**config.mk**
```make
export PLATFORM = sky130hd
export DESIGN_NAME = wind_light_decoder
export DESIGN_NICKNAME = d
export VERILOG_FILES = /design/src/rtl/wind_pkg.sv /design/src/rtl/wind_xition_classify.sv /design/src/rtl/wind_light_decoder.sv
export SDC_FILE = /design/constraint.sdc
export NUM_CORES = 1
export LEC_CHECK = 0
export ABC_AREA = 1
export CAP_MARGIN = 20
export CORE_ASPECT_RATIO = 1.25
export CORE_UTILIZATION = 35
export CTS_CLUSTER_DIAMETER = 150
export DETAILED_ROUTE_END_ITERATION = 8
export HOLD_SLACK_MARGIN = 0.15
export PLACE_DENSITY_LB_ADDON = 0.12
export SYNTH_ARGS = -nofsm -noshare
export SYNTH_HDL_FRONTEND = slang
export SYNTH_HIERARCHICAL = 1
export SYNTH_SLANG_ARGS = --single-unit
```
**constraint.sdc**
```tcl
create_clock -name CLOCK_50 -period 2.5 [get_ports CLOCK_50]
set_input_delay 0.5 -clock CLOCK_50 [delete_from_list [all_inputs] [get_ports CLOCK_50]]
set_output_delay 0.5 -clock CLOCK_50 [all_outputs]
set_load 0.02 [all_outputs]
```
**src/rtl/wind_pkg.sv**
```systemverilog
// wind_pkg
// Shared types and constants for the wind-direction light decoder.
//   dir_t    : direction code, identical to the light's SW encoding.
//   xclass_t : classification of one lamp-pattern transition.
//   P_*      : the four legal lamp patterns (bit 2 = left lamp).
package wind_pkg;

    typedef enum logic [1:0] {
        CALM = 2'b00,
        R2L  = 2'b01,
        L2R  = 2'b10
    } dir_t;

    typedef enum logic [2:0] {
        X_CALM    = 3'd0,
        X_R2L     = 3'd1,
        X_L2R     = 3'd2,
        X_NEUTRAL = 3'd3,
        X_ILLEGAL = 3'd4
    } xclass_t;

    localparam logic [2:0] P_L = 3'b100;
    localparam logic [2:0] P_M = 3'b010;
    localparam logic [2:0] P_R = 3'b001;
    localparam logic [2:0] P_C = 3'b101;

    // True for the four patterns the light can ever show.
    function automatic logic pattern_legal(input logic [2:0] p);
        logic ok;
        case (p)
            P_L, P_M, P_R, P_C: ok = 1'b1;
            default:            ok = 1'b0;
        endcase
        return ok;
    endfunction

    // Direction implied by a directional transition class.
    function automatic dir_t xclass_to_dir(input xclass_t c);
        dir_t d;
        case (c)
            X_R2L:   d = R2L;
            X_L2R:   d = L2R;
            default: d = CALM;
        endcase
        return d;
    endfunction

endpackage

```
**src/rtl/wind_xition_classify.sv**
```systemverilog
// wind_xition_classify
// Purely combinational classification of one lamp-pattern transition.
// Ports:
//   prev   : previously observed legal pattern
//   cur    : newly observed pattern
//   xclass : transition class (CALM / R2L / L2R / NEUTRAL / ILLEGAL)
module wind_xition_classify
    import wind_pkg::*;
(
    input  logic [2:0] prev,
    input  logic [2:0] cur,
    output xclass_t    xclass
);

    // Transition lookup; repeats and illegal current patterns are ILLEGAL.
    always_comb begin
        xclass = X_ILLEGAL;
        if (!pattern_legal(cur) || (cur == prev)) begin
            xclass = X_ILLEGAL;
        end else begin
            case ({prev, cur})
                {P_M, P_C}, {P_C, P_M}:             xclass = X_CALM;
                {P_M, P_L}, {P_L, P_R}, {P_R, P_M}: xclass = X_R2L;
                {P_M, P_R}, {P_R, P_L}, {P_L, P_M}: xclass = X_L2R;
                {P_C, P_R}, {P_C, P_L},
                {P_R, P_C}, {P_L, P_C}:             xclass = X_NEUTRAL;
                default:                            xclass = X_ILLEGAL;
            endcase
        end
    end

endmodule

```
**src/rtl/wind_light_decoder.sv**
```systemverilog
// wind_light_decoder
// Recovers the 2-bit wind-direction code from the lamp pattern sequence of
// the wind-direction hazard light. A direction is accepted after CONFIRM
// consecutive transitions of the same class; the decode goes stale after
// TIMEOUT clocks without a step.
// Ports:
//   CLOCK_50  : clock
//   reset     : synchronous, active-high reset
//   step      : one-cycle strobe, led is new on this cycle
//   led       : observed lamp pattern, bit 2 = left lamp
//   dir       : decoded direction (00 calm, 01 right-to-left, 10 left-to-right)
//   dir_valid : dir is confirmed and current
//   err       : one-cycle pulse on an illegal pattern or transition
module wind_light_decoder
    import wind_pkg::*;
#(
    parameter int CONFIRM = 2,
    parameter int TIMEOUT = 100
) (
    input  logic       CLOCK_50,
    input  logic       reset,
    input  logic       step,
    input  logic [2:0] led,
    output logic [1:0] dir,
    output logic       dir_valid,
    output logic       err
);

    localparam int         CW     = $clog2(TIMEOUT + 1);
    localparam logic [2:0] C_CONF = 3'(CONFIRM);
    localparam logic [CW-1:0] C_TO = CW'(TIMEOUT);

    typedef enum logic [0:0] {
        S_IDLE  = 1'b0,
        S_TRACK = 1'b1
    } state_t;

    state_t        r_state,  w_state_nxt;
    logic [2:0]    r_prev,   w_prev_nxt;
    dir_t          r_cand,   w_cand_nxt;
    logic [2:0]    r_streak, w_streak_nxt;
    dir_t          r_dir,    w_dir_nxt;
    logic          r_valid,  w_valid_nxt;
    logic          r_err,    w_err_nxt;
    logic [CW-1:0] r_cnt,    w_cnt_nxt;
    xclass_t       w_xclass;
    dir_t          w_xdir;

    wind_xition_classify u_classify (
        .prev   (r_prev),
        .cur    (led),
        .xclass (w_xclass)
    );

    assign w_xdir = xclass_to_dir(w_xclass);

    // State and output registers.
    always_ff @(posedge CLOCK_50) begin
        if (reset) begin
            r_state  <= S_IDLE;
            r_prev   <= 3'b000;
            r_cand   <= CALM;
            r_streak <= 3'd0;
            r_dir    <= CALM;
            r_valid  <= 1'b0;
            r_err    <= 1'b0;
            r_cnt    <= '0;
        end else begin
            r_state  <= w_state_nxt;
            r_prev   <= w_prev_nxt;
            r_cand   <= w_cand_nxt;
            r_streak <= w_streak_nxt;
            r_dir    <= w_dir_nxt;
            r_valid  <= w_valid_nxt;
            r_err    <= w_err_nxt;
            r_cnt    <= w_cnt_nxt;
        end
    end

    // Next-state: step processing, streak tracking and staleness timeout.
    always_comb begin
        w_state_nxt  = r_state;
        w_prev_nxt   = r_prev;
        w_cand_nxt   = r_cand;
        w_streak_nxt = r_streak;
        w_dir_nxt    = r_dir;
        w_valid_nxt  = r_valid;
        w_err_nxt    = 1'b0;
        w_cnt_nxt    = r_cnt;

        if (step) begin
            // A step always wins over a simultaneous timeout.
            w_cnt_nxt = '0;
            case (r_state)
                S_IDLE: begin
                    if (pattern_legal(led)) begin
                        w_prev_nxt   = led;
                        w_streak_nxt = 3'd0;
                        w_state_nxt  = S_TRACK;
                    end else begin
                        w_err_nxt = 1'b1;
                    end
                end
                S_TRACK: begin
                    case (w_xclass)
                        X_CALM, X_R2L, X_L2R: begin
                            w_prev_nxt = led;
                            if (w_xdir == r_cand) begin
                                w_streak_nxt = (r_streak >= C_CONF) ? C_CONF
                                                                    : r_streak + 3'd1;
                            end else begin
                                w_cand_nxt   = w_xdir;
                                w_streak_nxt = 3'd1;
                            end
                            // Previous dir stays up until the new candidate confirms.
                            if (w_streak_nxt == C_CONF) begin
                                w_dir_nxt   = w_cand_nxt;
                                w_valid_nxt = 1'b1;
                            end else begin
                                w_dir_nxt   = r_dir;
                            end
                        end
                        X_NEUTRAL: begin
                            w_prev_nxt   = led;
                            w_streak_nxt = 3'd0;
                        end
                        default: begin
                            w_err_nxt    = 1'b1;
                            w_valid_nxt  = 1'b0;
                            w_streak_nxt = 3'd0;
                            // A legal repeat keeps tracking; garbage drops sync.
                            if (pattern_legal(led)) begin
                                w_prev_nxt = led;
                            end else begin
                                w_state_nxt = S_IDLE;
                            end
                        end
                    endcase
                end
                default: begin
                    w_state_nxt = S_IDLE;
                end
            endcase
        end else begin
            w_cnt_nxt = (r_cnt >= C_TO) ? C_TO : r_cnt + CW'(1);
            if (w_cnt_nxt == C_TO) begin
                w_valid_nxt  = 1'b0;
                w_state_nxt  = S_IDLE;
                w_streak_nxt = 3'd0;
            end else begin
                w_valid_nxt  = r_valid;
            end
        end
    end

    assign dir       = r_dir;
    assign dir_valid = r_valid;
    assign err       = r_err;

endmodule

```
==> images/placed.png <==
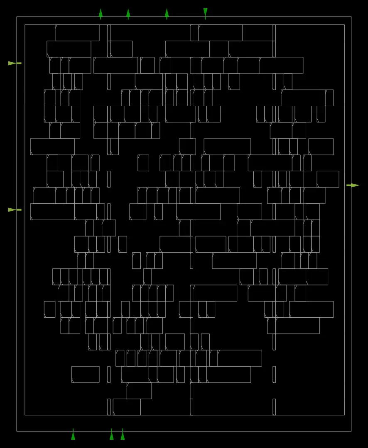
flop count: 20
area of the core: 0.00348 mm2

==> images/pinout.png <==
Scale bar: 20 um. Pins as bars across the die edge, other pins in gray.
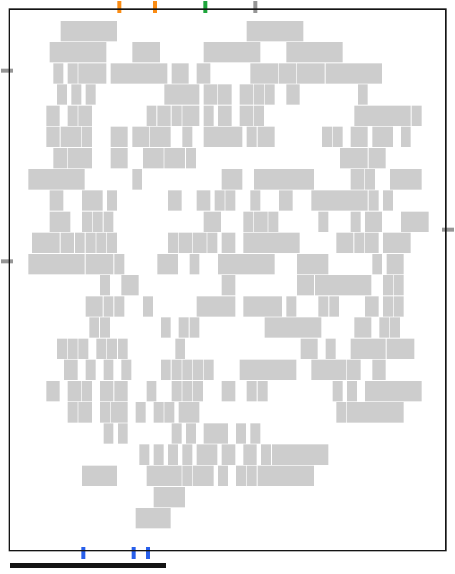
- orange: `dir` (pins 2; direction output; edge top)
- blue: `led` (pins 3; direction input; edge bottom)
- green: `dir_valid` (pins 1; direction output; edge top)
- all pins by edge: 4 top, 3 bottom, 2 left, 1 right
Die Ht: 69.3 um
Horiz. Die Dim: 55.9 um
I/O Buffers: 9

==> images/closeup.png <==
Region (32, 42) to (52, 62) um. Cells in gray, sequential cells in the stronger gray; small squares are vias.
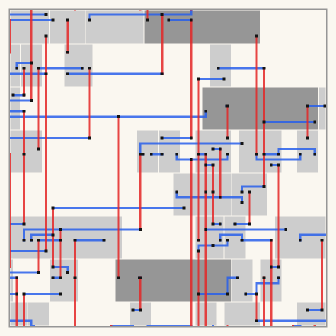
- red: M2
- blue: M1
- cells with their middle in the window: 30
- netlist names of flops here include: `r_cnt` (3)
- sequential cells in the window: 3
- most frequent: inv_1 (4), nand2_1 (4)

==> images/sizing.png <==
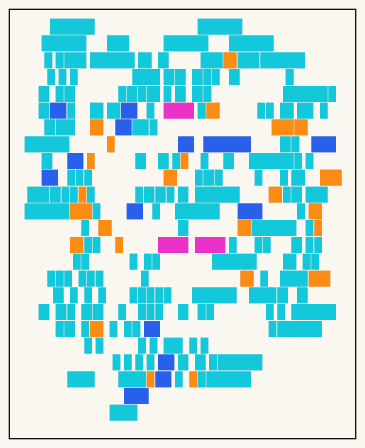
- magenta: x6 and larger (cells 3; share 1.4%)
- cyan: x1 and smaller (cells 181; share 82%)
- blue: x3 and x4 (cells 14; share 6.3%)
- orange: x2 (cells 24; share 11%)
P&R area growth vs syn: 21.3%
design area: 0.00154 mm2

==> images/util_map.png <==
6 x 7 tiles, from white (low) to dark blue (high), 0 to 100% covered.
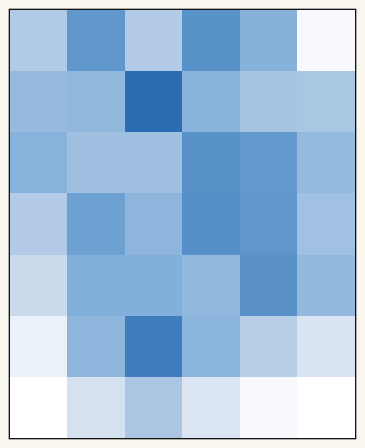
- mean over tiles: 39%
- emptiest ninth of the die: lower right
- fullest tile: 76%
- tiles over 75% full: 2.4%
- nearly empty tiles: 4.8%
final core utilization: 44.2%
fp util: 36.5%

==> flow_metrics.env <==
# physical design summary
export IMPL_cts_made_buffers=3
export IMPL_syn_num_nets=209
export IMPL_hold_buffers=0
export IMPL_drt_first_pass_iters=4
export IMPL_largest_area_cell="dfxtp_1"
export IMPL_maxCapViolations=0
export IMPL_period_used_pct=80.8
export IMPL_cp_arrival_ps=2170
export IMPL_ys_ff=20
export IMPL_grtUsageTotal_pct=15.3
export IMPL_p_per_area_mw_per_mm2=441
export IMPL_peakVddDrop_mv=0.269
export IMPL_warning_count=28
export IMPL_cts_root_buffer="clkbuf_8"
export IMPL_clkLatencyLatePin_ps=250
export IMPL_grt_max_degree=11
export IMPL_htree_levels=1
export IMPL_remaining_drc_errors=0
export IMPL_ys_seq_share_pct=31.5
export IMPL_overflow=0
export IMPL_netlist_area_mm2=0.00127
export IMPL_ys_flop_type="dfxtp_1"
export IMPL_rsz0062_at_grt="no"
export IMPL_max_slew_worst_pin_slew_ps=335
export IMPL_yosys_area_mm2=0.00127
export IMPL_period_needed_ps=2020
export IMPL_startpoint_type="flip-flop"
export IMPL_critPathMaxStageDelay_ps=410
export IMPL_ys_cells=200
export IMPL_yosys_warnings=6
export IMPL_crit_path_frequent_cell="nor2_1"
export IMPL_status="completed"
export IMPL_power_total_uw=680
export IMPL_yosysMostFrequentCell="nor2_1"
export IMPL_ant_nets=0
export IMPL_leakage_uw=0.000762
export IMPL_hpwl_mm=2.17
export IMPL_stdcell_count=261
export IMPL_slew_headroom_pct=77.4
export IMPL_die_area_mm2=0.00387
export IMPL_finalHoldViolations=0
export IMPL_num_vias=1254
export IMPL_synthCells=200
export IMPL_ys_types=25
export IMPL_top_cell_area_share_pct=31.5
export IMPL_crit_type="reg -> reg"
export IMPL_whs_ps=453
export IMPL_fin_nets=233
export IMPL_finalMaxSlewViolations=0
export IMPL_io_pin_count=10
export IMPL_required_ps=2650
export IMPL_clock_path_buffers=2
export IMPL_edf_count=0
export IMPL_synthArstFlopShare_pct=0
export IMPL_grt_pass1_vias=1240
export IMPL_ys_top_cells_by_count="39 x nor2_1, 38 x nand2_1, 24 x inv_1"
export IMPL_worst_slack_ps=479
export IMPL_wl_mm=2.65
export IMPL_grt_pass1_wl_mm=4.86
export IMPL_cts_sinks=20
export IMPL_num_rows=24
export IMPL_clk_pin_slew_ps=70
export IMPL_setup_viol=0
export IMPL_synth_area_top_cells="dfxtp_1 32%, nor2_1 12%, nand2_1 11%"
export IMPL_cts_tree="done"
export IMPL_syn_avg_cell_area_um2=6.35
export IMPL_path_cells="inv_1 > nor2_1 > nand2_1 > nor2_1 > nor2_1 > nand2_2 > nor2_2 > inv_2 > nand3_2 > inv_2 > nand2_1 > nand2_1 > inv_2 > nor2_2 > nand4_1 > o21ai_1 > nor2_1"
export IMPL_routedWlPerCell_um=10.1
export IMPL_vias_per_cell=4.80
export IMPL_max_freq_mhz=495
export IMPL_skew_ps=0.861
==> power breakdown <==
group	total, uW	switching (uW)	internal (uW)	leakage, uW
registers	343	13.0	330	0.000162
logic	130	78.4	51.6	0.000578
clock network	207	100	107	0.0000216
==> final cells by class <==
class | instances | area (um2)
fill | 396 | 1940
multi-input combinational | 146 | 749
sequential | 20 | 400
timing repair buffer | 19 | 173
inverter | 34 | 128
tap | 39 | 48.8
clock buffer | 3 | 41.3
==> worst max-delay path: cells and delay by family, from the launching register on <==
family                 cells  cell delay [ps]
buffers and inverters      4              240
AND/OR/NAND/NOR           12             1110
AND-OR/OR-AND              1              160
flip-flops                 1              410
==> stage by stage <==
stage | instance area, um2 | TNS (ps)
2_1_floorplan | 1270 | 0
3_3_place_gp | 1480 | -619
3_5_place_dp | 1480 | -754
4_1_cts | 1530 | 0
5_1_grt | 1540 | 0
6_report | 1540 | 0
==> routing by layer <==
metal / part of all wire [%] / track usage, % / vias to the layer above / routed length (um)
li1: - / - / 673 / -
met1: 47 / 18.5 / 557 / 1240
met2: 48 / 26.1 / 17 / 1270
met3: 2.1 / 2.24 / 7 / 55
met4: 3.1 / 7.59 / 0 / 82
met5: 0 / 0 / - / 0
==> path summary, 6_finish.rpt <==
check	end	depth (start not counted)	from	slack, ps
min reg2reg	r_cand[1]	2	r_cand[1]	450
max reg2reg	dir[1]	17	r_prev[2]	480
max	dir[1]	17	r_prev[2]	480
min	r_cand[1]	2	r_cand[1]	450
==> placed cells by master (no fill, tap or decap) <==
cell type,count
clkinv_1,2
o21ai_0,4
a21oi_1,9
nand4_4,1
a21o_1,1
xnor2_1,1
dlymetal6s2s_1,3
nand2_2,6
buf_4,10
or2_1,1
nand2_1,38
o211ai_1,1
inv_2,8
nor2_2,6
nand3_1,15
a31oi_1,1
nand2_4,1
nand3_2,4
clkdlybuf4s50_1,6
nor2_4,2
xor2_1,1
o21ai_1,7
clkbuf_8,3
ha_1,3
dfxtp_1,20
inv_1,24
nor2_1,38
nand4_1,5
nor3_1,1
==> cell families (layout without fill, tap and decap cells) <==
| logic type | count (synthesis) | in the layout | synth area share, % |
|---|---|---|---|
| AND-OR/OR-AND | 23 | 23 | 9.56 |
| XOR/XNOR | 2 | 2 | 1.38 |
| adder cells (fa/ha/maj) | 3 | 3 | 2.96 |
| buffers and inverters | 34 | 56 | 10.0 |
| flip-flops | 20 | 20 | 31.5 |
| AND/OR/NAND/NOR | 118 | 118 | 44.5 |
==> flip-flops by register name (all words and copies together), names as in the netlist <==
register	cells
err	1
r_prev	3
r_state	1
dir_valid	1
r_cand	2
dir	2
r_streak	3
r_cnt	7
==> what timing repair did <==
action | 4_1_cts | 5_1_grt
endpoints found under the setup margin | 0 | 6
resized | 0 | 5
setup buffers | 0 | 0
Power and IR drop assume default switching activity.
